**src/rtl/sram_controller.sv**
```systemverilog
// 32-bit data-memory controller over a 16-bit external SRAM: each word is split
// into a low then a high halfword access, each held for WAIT_CYCLES cycles.
module sram_controller #(
  parameter int unsigned ADDR_BASE   = 1024,
  parameter int unsigned WAIT_CYCLES = 3
) (
  input  logic        clk,
  input  logic        rst,
  input  logic        MEM_r_en,
  input  logic        MEM_w_en,
  input  logic [31:0] address,
  input  logic [31:0] write_data,
  output logic [31:0] read_data,
  output logic        ready,
  output logic [17:0] SRAM_ADDR,
  output logic [15:0] SRAM_DQ_out,
  input  logic [15:0] SRAM_DQ_in,
  output logic        SRAM_DQ_oe,
  output logic        SRAM_WE_N
);

  localparam int unsigned CW = (WAIT_CYCLES > 1) ? $clog2(WAIT_CYCLES) : 1;
  localparam logic [CW-1:0] LAST = CW'(WAIT_CYCLES - 1);

  typedef enum logic [2:0] {IDLE, WR_LO, WR_HI, RD_LO, RD_HI, DONE} state_t;

  state_t        r_state, w_next;
  logic [CW-1:0] r_cnt;
  logic [31:0]   r_saved_addr, r_saved_data;
  logic          w_req, w_phase, w_last, w_abort;
  logic [31:0]   w_off;
  logic [16:0]   w_word;
  logic          w_unused;

  assign w_req   = MEM_r_en | MEM_w_en;
  assign w_phase = r_state inside {WR_LO, WR_HI, RD_LO, RD_HI};
  assign w_last  = (r_cnt == LAST);
  assign w_abort = w_phase && !w_req;

  // Wrap-around subtraction: addresses below the base alias to the top of SRAM.
  assign w_off    = r_saved_addr - ADDR_BASE;
  assign w_word   = w_off[18:2];
  assign w_unused = ^{w_off[31:19], w_off[1:0]};

  always_comb begin
    w_next = r_state;
    case (r_state)
      IDLE: begin
        if (MEM_w_en)      w_next = WR_LO;
        else if (MEM_r_en) w_next = RD_LO;
      end
      WR_LO: if (w_abort) w_next = IDLE; else if (w_last) w_next = WR_HI;
      WR_HI: if (w_abort) w_next = IDLE; else if (w_last) w_next = DONE;
      RD_LO: if (w_abort) w_next = IDLE; else if (w_last) w_next = RD_HI;
      RD_HI: if (w_abort) w_next = IDLE; else if (w_last) w_next = DONE;
      DONE:  w_next = IDLE;
      default: w_next = IDLE;
    endcase
  end

  always_comb begin
    SRAM_ADDR   = '0;
    SRAM_DQ_out = '0;
    SRAM_DQ_oe  = 1'b0;
    SRAM_WE_N   = 1'b1;
    ready       = 1'b0;
    case (r_state)
      IDLE:  ready = ~w_req;
      DONE:  ready = 1'b1;
      WR_LO: begin
        SRAM_ADDR   = {w_word, 1'b0};
        SRAM_DQ_out = r_saved_data[15:0];
        SRAM_DQ_oe  = 1'b1;
        SRAM_WE_N   = 1'b0;
      end
      WR_HI: begin
        SRAM_ADDR   = {w_word, 1'b1};
        SRAM_DQ_out = r_saved_data[31:16];
        SRAM_DQ_oe  = 1'b1;
        SRAM_WE_N   = 1'b0;
      end
      RD_LO: SRAM_ADDR = {w_word, 1'b0};
      RD_HI: SRAM_ADDR = {w_word, 1'b1};
      default: ;
    endcase
  end

  always_ff @(posedge clk or negedge rst) begin
    if (!rst) begin
      r_state      <= IDLE;
      r_cnt        <= '0;
      r_saved_addr <= '0;
      r_saved_data <= '0;
      read_data    <= '0;
    end else begin
      r_state <= w_next;
      r_cnt   <= (w_phase && (w_next == r_state)) ? r_cnt + 1'b1 : '0;
      if (r_state == IDLE && w_req) begin
        r_saved_addr <= address;
        if (MEM_w_en) r_saved_data <= write_data;
      end
      // A withdrawn request on the final wait cycle does not capture its half.
      if (w_last && !w_abort) begin
        if (r_state == RD_LO) read_data[15:0]  <= SRAM_DQ_in;
        if (r_state == RD_HI) read_data[31:16] <= SRAM_DQ_in;
      end
    end
  end

endmodule

```
**config.mk**
```make
export PLATFORM = sky130hd
export DESIGN_NAME = sram_controller
export DESIGN_NICKNAME = d
export VERILOG_FILES = /design/src/rtl/sram_controller.sv
export SDC_FILE = /design/constraint.sdc
export NUM_CORES = 1
export LEC_CHECK = 0
export CAP_MARGIN = 20
export CORE_MARGIN = 5
export CORE_UTILIZATION = 40
export DETAILED_ROUTE_END_ITERATION = 10
export PLACE_DENSITY = 0.84
export SETUP_SLACK_MARGIN = 0.02
export SLEW_MARGIN = 0
export SYNTH_ARGS = -nofsm -noshare
export SYNTH_HDL_FRONTEND = slang
export SYNTH_SLANG_ARGS = --single-unit
```
**constraint.sdc**
```tcl
create_clock -name clk -period 3.5 [get_ports clk]
set_clock_uncertainty 0.15 [all_clocks]
set_input_delay 1.05 -clock clk [delete_from_list [all_inputs] [get_ports clk]]
set_output_delay 1.05 -clock clk [all_outputs]
set_load 0.03 [all_outputs]
```
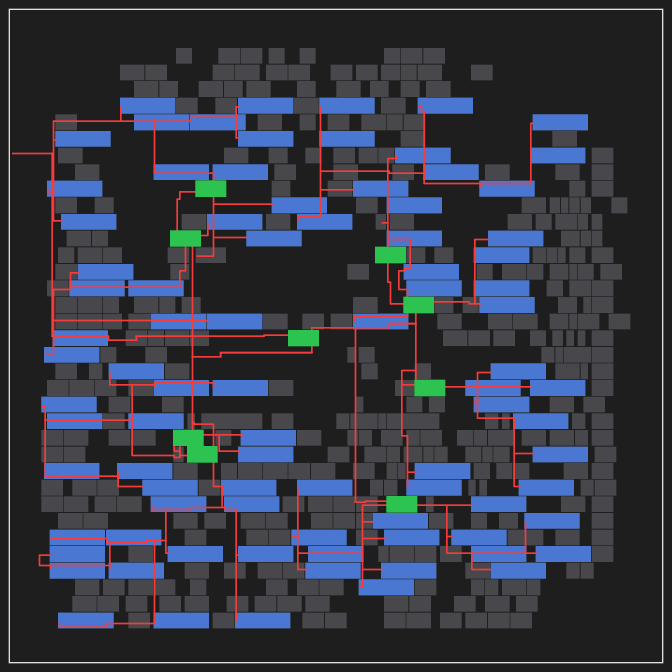
**Above:** run 1 (clock wires, drivers and flops).
Key: blue = flip-flops [count 86]; red = clock wires [length 999 um]; green = clock-net drivers [count 9]
There are 10 routed clock nets.

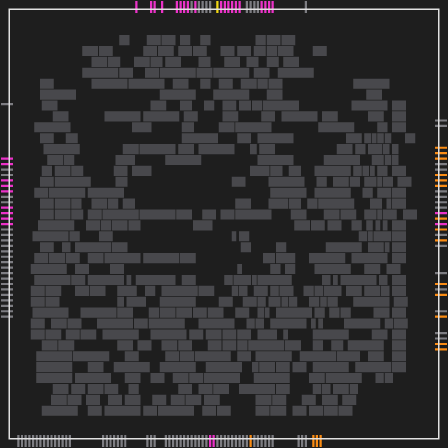
**Above:** run 1 (pin placement).
Pins as bars across the die edge, other pins in grey.
Key: magenta = write_data [pins 32, direction input, edge 19 top, 9 left, 2 right, 2 bottom]; yellow = SRAM_WE_N [pins 1, direction output, edge top]; orange = SRAM_ADDR [pins 18, direction output, edge 14 right, 4 bottom]

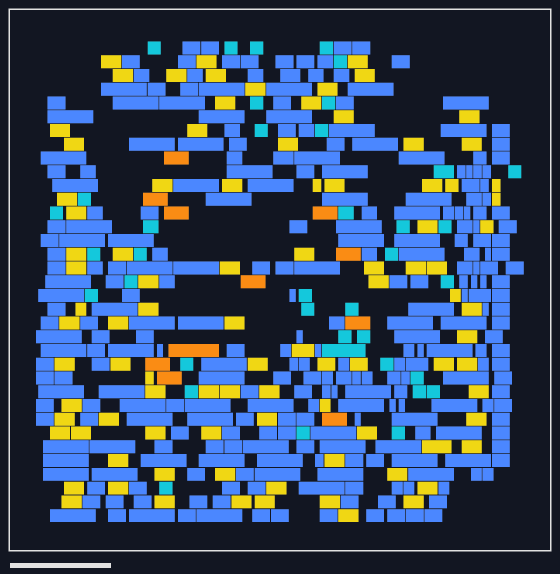
**Above:** run 1 (cell sizes after repair).
Scale bar: 20 um.
Key: orange = x6 and larger [cells 11, share 2.6%]; blue = x1 and smaller [cells 281, share 67%]; cyan = x3 and x4 [cells 38, share 9.0%]; yellow = x2 [cells 92, share 22%]

==> run_results.csv, run 1 <==
group,metric,value,unit
run_status,status,"complete, no violations",
cells_and_area,antenna_cells,0,
cells_and_area,stdcell_count,533,
yosys,flop_cell,"dfrtp_1",
timing,clock.fmax,0.292,GHz
cells_and_area,fin_nets,503,
yosys,mux_share,24.3,%
detailed_routing,routedWlPerCell,16.5,um
timing,slew_violations,0,
worst_setup_path,crit_required,2.30,ns
timing,period_needed,3.43,ns
yosys,common_cells,"dfrtp_1, mux2_2, a22o_1, nor2_1",
worst_setup_path,cp.arrival,2.23,ns
grt,grt_pass1_vias,2830,
timing,finalClockPeriodUsage,98.0,%
detailed_routing,remaining_drc_errors,0,
place,dp.cells,516,
timing,worstMarginPinSlew,0.425,ns
yosys,synth_top_cell_by_area,"dfrtp_1",
worst_setup_path,timing.rr.start,"r_cnt[0]$_DFF_PN0_",
timing,setup_viol_count_final,0,
worst_setup_path,crit_path_end_kind,"output pin",
worst_setup_path,crit_start,"MEM_w_en",
detailed_routing,vias,2678,
clock_tree,htree_levels,3,
yosys,ys_sh_xor,1.17,%
die,num_rows,35,
clock_tree,cts_tree,"yes",
cells_and_area,drive_gt1_share,33.4,%
timing,hold_viol,0,
cells_and_area,area_growth,45.1,%
worst_setup_path,crit_type,"primary input to output pin",
power,power_density,1010,nW/um^2
die,die_area,11400,um^2
cells_and_area,fill_cells,778,
place,dp_slack,0.109,ns
yosys,synthArstFlopShare,100,%
yosys,synth_top_area_share,57.4,%
place,placed_cell_area,5240,um^2
yosys,edf_count,0,
-- run 1: critical path, stage by stage --
cell             delay [ns]
clkdlybuf4s50_1        0.46
nor4_1                 0.30
a21oi_1                0.10
nor2_1                 0.13
buf_4                  0.18
-- run 1: power by group --
part           internal [mW]  switching, mW
logic                   1.47           1.72
clock network          0.278          0.340
registers               1.45          0.250
-- run 1: cell type report --
| class | instances | area share, % |
|---|---|---|
| clock buffer | 11 | 2.60 |
| clock inverter | 5 | 0.644 |
| inverter | 4 | 0.276 |
| multi-input combinational | 165 | 27.9 |
| sequential | 86 | 39.6 |
| tap | 111 | 2.55 |
| timing repair buffer | 151 | 26.4 |
-- run 1: metrics by stage --
| step | power (mW) | TNS [ns] |
|---|---|---|
| final | 5.51 | 0 |
| after global routing | 5.82 | -0.00851 |
| after CTS | 5.56 | 0 |
| after detailed placement | 4.94 | 0 |
| after global placement | 4.86 | 0 |
| after floorplan | 3.69 | 0 |
-- run 1: cells by family after synthesis --
group,after synthesis
flip-flops,86
multiplexers,81
AND/OR/NAND/NOR,46
AND-OR/OR-AND,31
buffers and inverters,17
XOR/XNOR,5
adder cells (fa/ha/maj),2
-- run 1: state kept, by name (all words and copies together) (netlist names) --
register,count
r_saved_data,32
r_state,3
read_data,32
r_saved_addr,17
r_cnt,2
-- run 1: worst paths after layout --
kind	to	slack [ns]	cells after the start
setup / recovery	ready	0.07	5
hold / removal	r_cnt[0]$_DFF_PN0_	0.29	1
setup reg to reg	read_data[20]$_DFFE_PN0P_	1.48	6
hold reg to reg	r_cnt[0]$_DFF_PN0_	0.29	1
max in group asynchronous	r_saved_addr[15]$_DFFE_PN0P_	2.13	2
min in group asynchronous	read_data[29]$_DFFE_PN0P_	0.46	1
-- run 1: metal layers --
layer / share of wire (%) / up-vias / GRT usage [%]
met2: 51 / 78 / 26.2
met4: 2.2 / 0 / 6.67
met5: 0 / - / 0
li1: - / 1273 / -
met1: 40 / 1312 / 18.0
met3: 7.3 / 15 / 5.72
-- run 1: cells in the final DEF (no fill, tap or decap), types with 4 or more instances in the layout --
master / netlist / routed
clkdlybuf4s50_1: 0 / 114
dfrtp_1: 86 / 86
mux2_2: 79 / 79
buf_4: 3 / 33
a22o_1: 16 / 16
nor2_1: 11 / 11
clkbuf_8: 0 / 10
a21oi_1: 8 / 8
and2_1: 8 / 8
nand2b_1: 5 / 5
inv_1: 4 / 4
-- run 1: repair_timing --
action,4_1_cts,5_1_grt
setup endpoints to repair,3,5
endpoints found under the hold margin,0,0
resized,3,6
hold buffers,0,0
==> run 1 -> run 2 <==
--- a/config.mk
+++ b/config.mk
@@ -9,6 +9,7 @@
 export CORE_MARGIN = 5
 export CORE_UTILIZATION = 40
 export DETAILED_ROUTE_END_ITERATION = 10
+export GPL_TIMING_DRIVEN = 0
 export PLACE_DENSITY = 0.84
 export SETUP_SLACK_MARGIN = 0.02
 export SLEW_MARGIN = 0
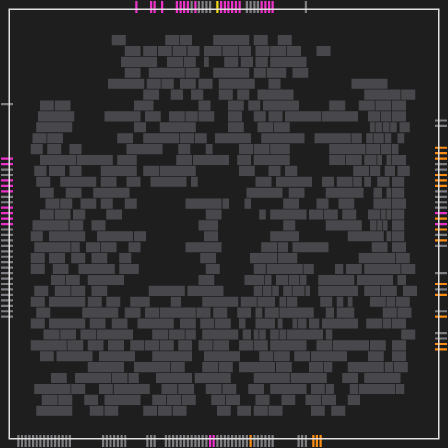
**Above:** run 2 (pin placement).
Pins as bars across the die edge, other pins in grey.
Key: magenta = write_data [pins 32, direction input, edge 19 top, 9 left, 2 right, 2 bottom]; orange = SRAM_ADDR [pins 18, direction output, edge 14 right, 4 bottom]; yellow = SRAM_WE_N [pins 1, direction output, edge top]
All pins by edge: 61 bottom, 31 right, 31 left, 30 top.

==> run 2 against run 1 <==
  * Clock-buffer cell count is 1 lower
  * Clock power is about 20% higher
  * Non-clock buffer count is 3 higher
  * Wire length is 6.4% higher
  * Cell area is 1.9% higher
  * First-iteration DRC count stayed put
  * Via count is 2.5% higher
  * Fmax is 1.2% higher
  * Critical path depth stayed put
  * Critical endpoint is now SRAM_ADDR[3]
==> run_results.csv, run 2 <==
group,metric,value,unit
worst_setup_path,crit_path_end_kind,"output pin",
worst_setup_path,critical_path_peak_fanout,10,
cells_and_area,mostFrequentLayoutCells,"clkdlybuf4s50_1, dfrtp_1, mux2_2",
worst_setup_path,rrSetupSlack,1.20,ns
worst_setup_path,cp.arrival,2.19,ns
die,num_rows,35,
place,placed_cell_area,5280,um^2
timing,worstMarginPinSlew,0.581,ns
worst_setup_path,crit_end,"SRAM_ADDR[3]",
detailed_routing,vias,2745,
worst_setup_path,crit_type,"flip-flop to output pin",
worst_setup_path,crit_required,2.30,ns
worst_setup_path,worst-path-buf-inv,2,
cells_and_area,layout_top_cell,"clkdlybuf4s50_1",
worst_setup_path,crit_path_top_delay_cell,"clkdlybuf4s50_1",
worst_setup_path,slowest_delay,0.67,ns
place,dp_slack,-0.378,ns
yosys,edf_count,0,
run_status,status,"complete, no violations",
die,die_area,11400,um^2
worst_setup_path,timing.rr.start,"r_cnt[0]$_DFF_PN0_",
cells_and_area,fill_cells,750,
worst_setup_path,r2r-end,"read_data[29]$_DFFE_PN0P_",
yosys,synth_top_area_share,57.4,%
cells_and_area,drive_gt1_share,30.8,%
yosys,flop_cell,"dfrtp_1",
cells_and_area,stdcell_count,536,
worst_setup_path,cp_top_family,"buffers and inverters",
cells_and_area,area_growth,47.9,%
timing,clock.fmax,0.295,GHz
clock_tree,htree_levels,3,
timing,setup_ws,0.110,ns
detailed_routing,remaining_drc_errors,0,
timing,finalClockPeriodUsage,96.8,%
yosys,common_cells,"dfrtp_1, mux2_2, a22o_1, nor2_1",
clock_tree,clockRootBuffer,"clkbuf_8",
timing,hold_viol,0,
worst_setup_path,reg2reg_depth,6,
yosys,synth_top_cell_by_area,"dfrtp_1",
power,power_density,1010,nW/um^2
worst_setup_path,path_depth,5,
timing,setup_viol_count_final,0,
clock_tree,cts_tree,"yes",
die,die_h,107,um
cells_and_area,fin_nets,506,
yosys,synthArstFlopShare,100,%
timing,slew_violations,0,
cells_and_area,reg.largest.list,"r_saved_data (32), read_data (32), r_saved_addr (17)",
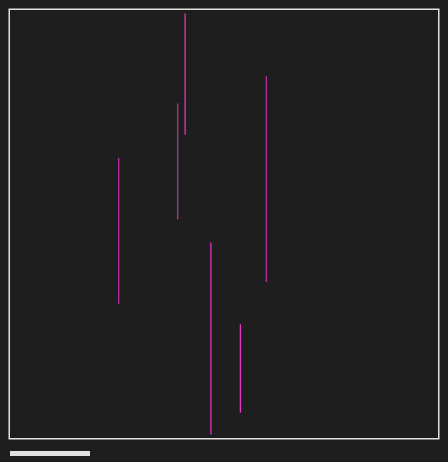
**Above:** run 2 (the metal 4 layer).
Scale bar: 20 um.
The wires run mostly vertical. The longest straight run is 51.0 um. The layer carries 215 um of wire. 5 nets have wire on it. The layer holds 2.3% of the routed length.

## run 2: netlist changes by cell type in the layout (fill, tap and decap cells not counted), sizes merged
| cell | change |
|---|---|
| dlygate4sd2 | +24 |
| buf | -16 |
| clkdlybuf4s50 | -7 |
| inv | +4 |
| clkinv | -3 |
| bufinv | +1 |
| clkbuf | +1 |
| clkdlybuf4s15 | -1 |
| clkinvlp | -1 |
| dlymetal6s2s | +1 |
## run 2: logic make-up after synthesis
kind of cell	synth area share, %
flip-flops	57.4
XOR/XNOR	1.17
AND-OR/OR-AND	6.11
multiplexers	24.3
buffers and inverters	2.37
adder cells (fa/ha/maj)	0.668
AND/OR/NAND/NOR	7.91
## run 2: layer usage
metal	GRT usage, %	share of wire [%]
met5	0	0
met4	6.85	2.3
met3	5.24	6.3
met2	29.6	52
met1	19.7	39
## run 2: worst min path at each step
stage / from / end / slack (ns)
4_1_cts: r_cnt[0]$_DFF_PN0_ / r_cnt[0]$_DFF_PN0_ / 0.29
2_1_floorplan: r_cnt[0]$_DFF_PN0_ / r_cnt[0]$_DFF_PN0_ / 0.26
3_3_place_gp: r_cnt[0]$_DFF_PN0_ / r_cnt[0]$_DFF_PN0_ / 0.27
6_report: r_cnt[0]$_DFF_PN0_ / r_cnt[0]$_DFF_PN0_ / 0.29
5_1_grt: r_cnt[0]$_DFF_PN0_ / r_cnt[0]$_DFF_PN0_ / 0.32
3_5_place_dp: r_cnt[0]$_DFF_PN0_ / r_cnt[0]$_DFF_PN0_ / 0.28
## run 2: per-stage QoR
| step | power, mW | hold slack (ns) | util (%) | TNS [ns] |
|---|---|---|---|---|
| final | 5.61 | 0.292 | 60.3 | 0 |
| after floorplan | 3.69 | 0.262 | - | 0 |
| after global routing | 5.94 | 0.324 | 60.3 | 0 |
| after detailed placement | 4.98 | 0.281 | 57.4 | -3.73 |
| after CTS | 5.65 | 0.293 | 60.0 | 0 |
| after global placement | 4.88 | 0.274 | 57.2 | -155.42 |
## run 2: where the power goes
group / switching, mW / internal, mW
combinational: 1.72 / 1.41
sequential: 0.276 / 1.45
clock: 0.380 / 0.364
total: 2.38 / 3.23
## run 2: timing repair
action,CTS,global route
resized,49,12
cloned,0,0
setup endpoints to repair,36,11
hold buffers,0,0
buffers inserted,2,1
pin swaps,2,0
## run 2: final cells by class
class,instances,share of cell area (%)
plain buffers,13,1.47
flip-flops and latches,86,38.9
inverters,4,0.271
multi-input cells,165,28.0
well taps,111,2.51
repair buffers,141,25.0
clock inverters,6,1.38
clock buffers,10,2.48
No activity file was given, so power comes from the tool's default toggle rates.
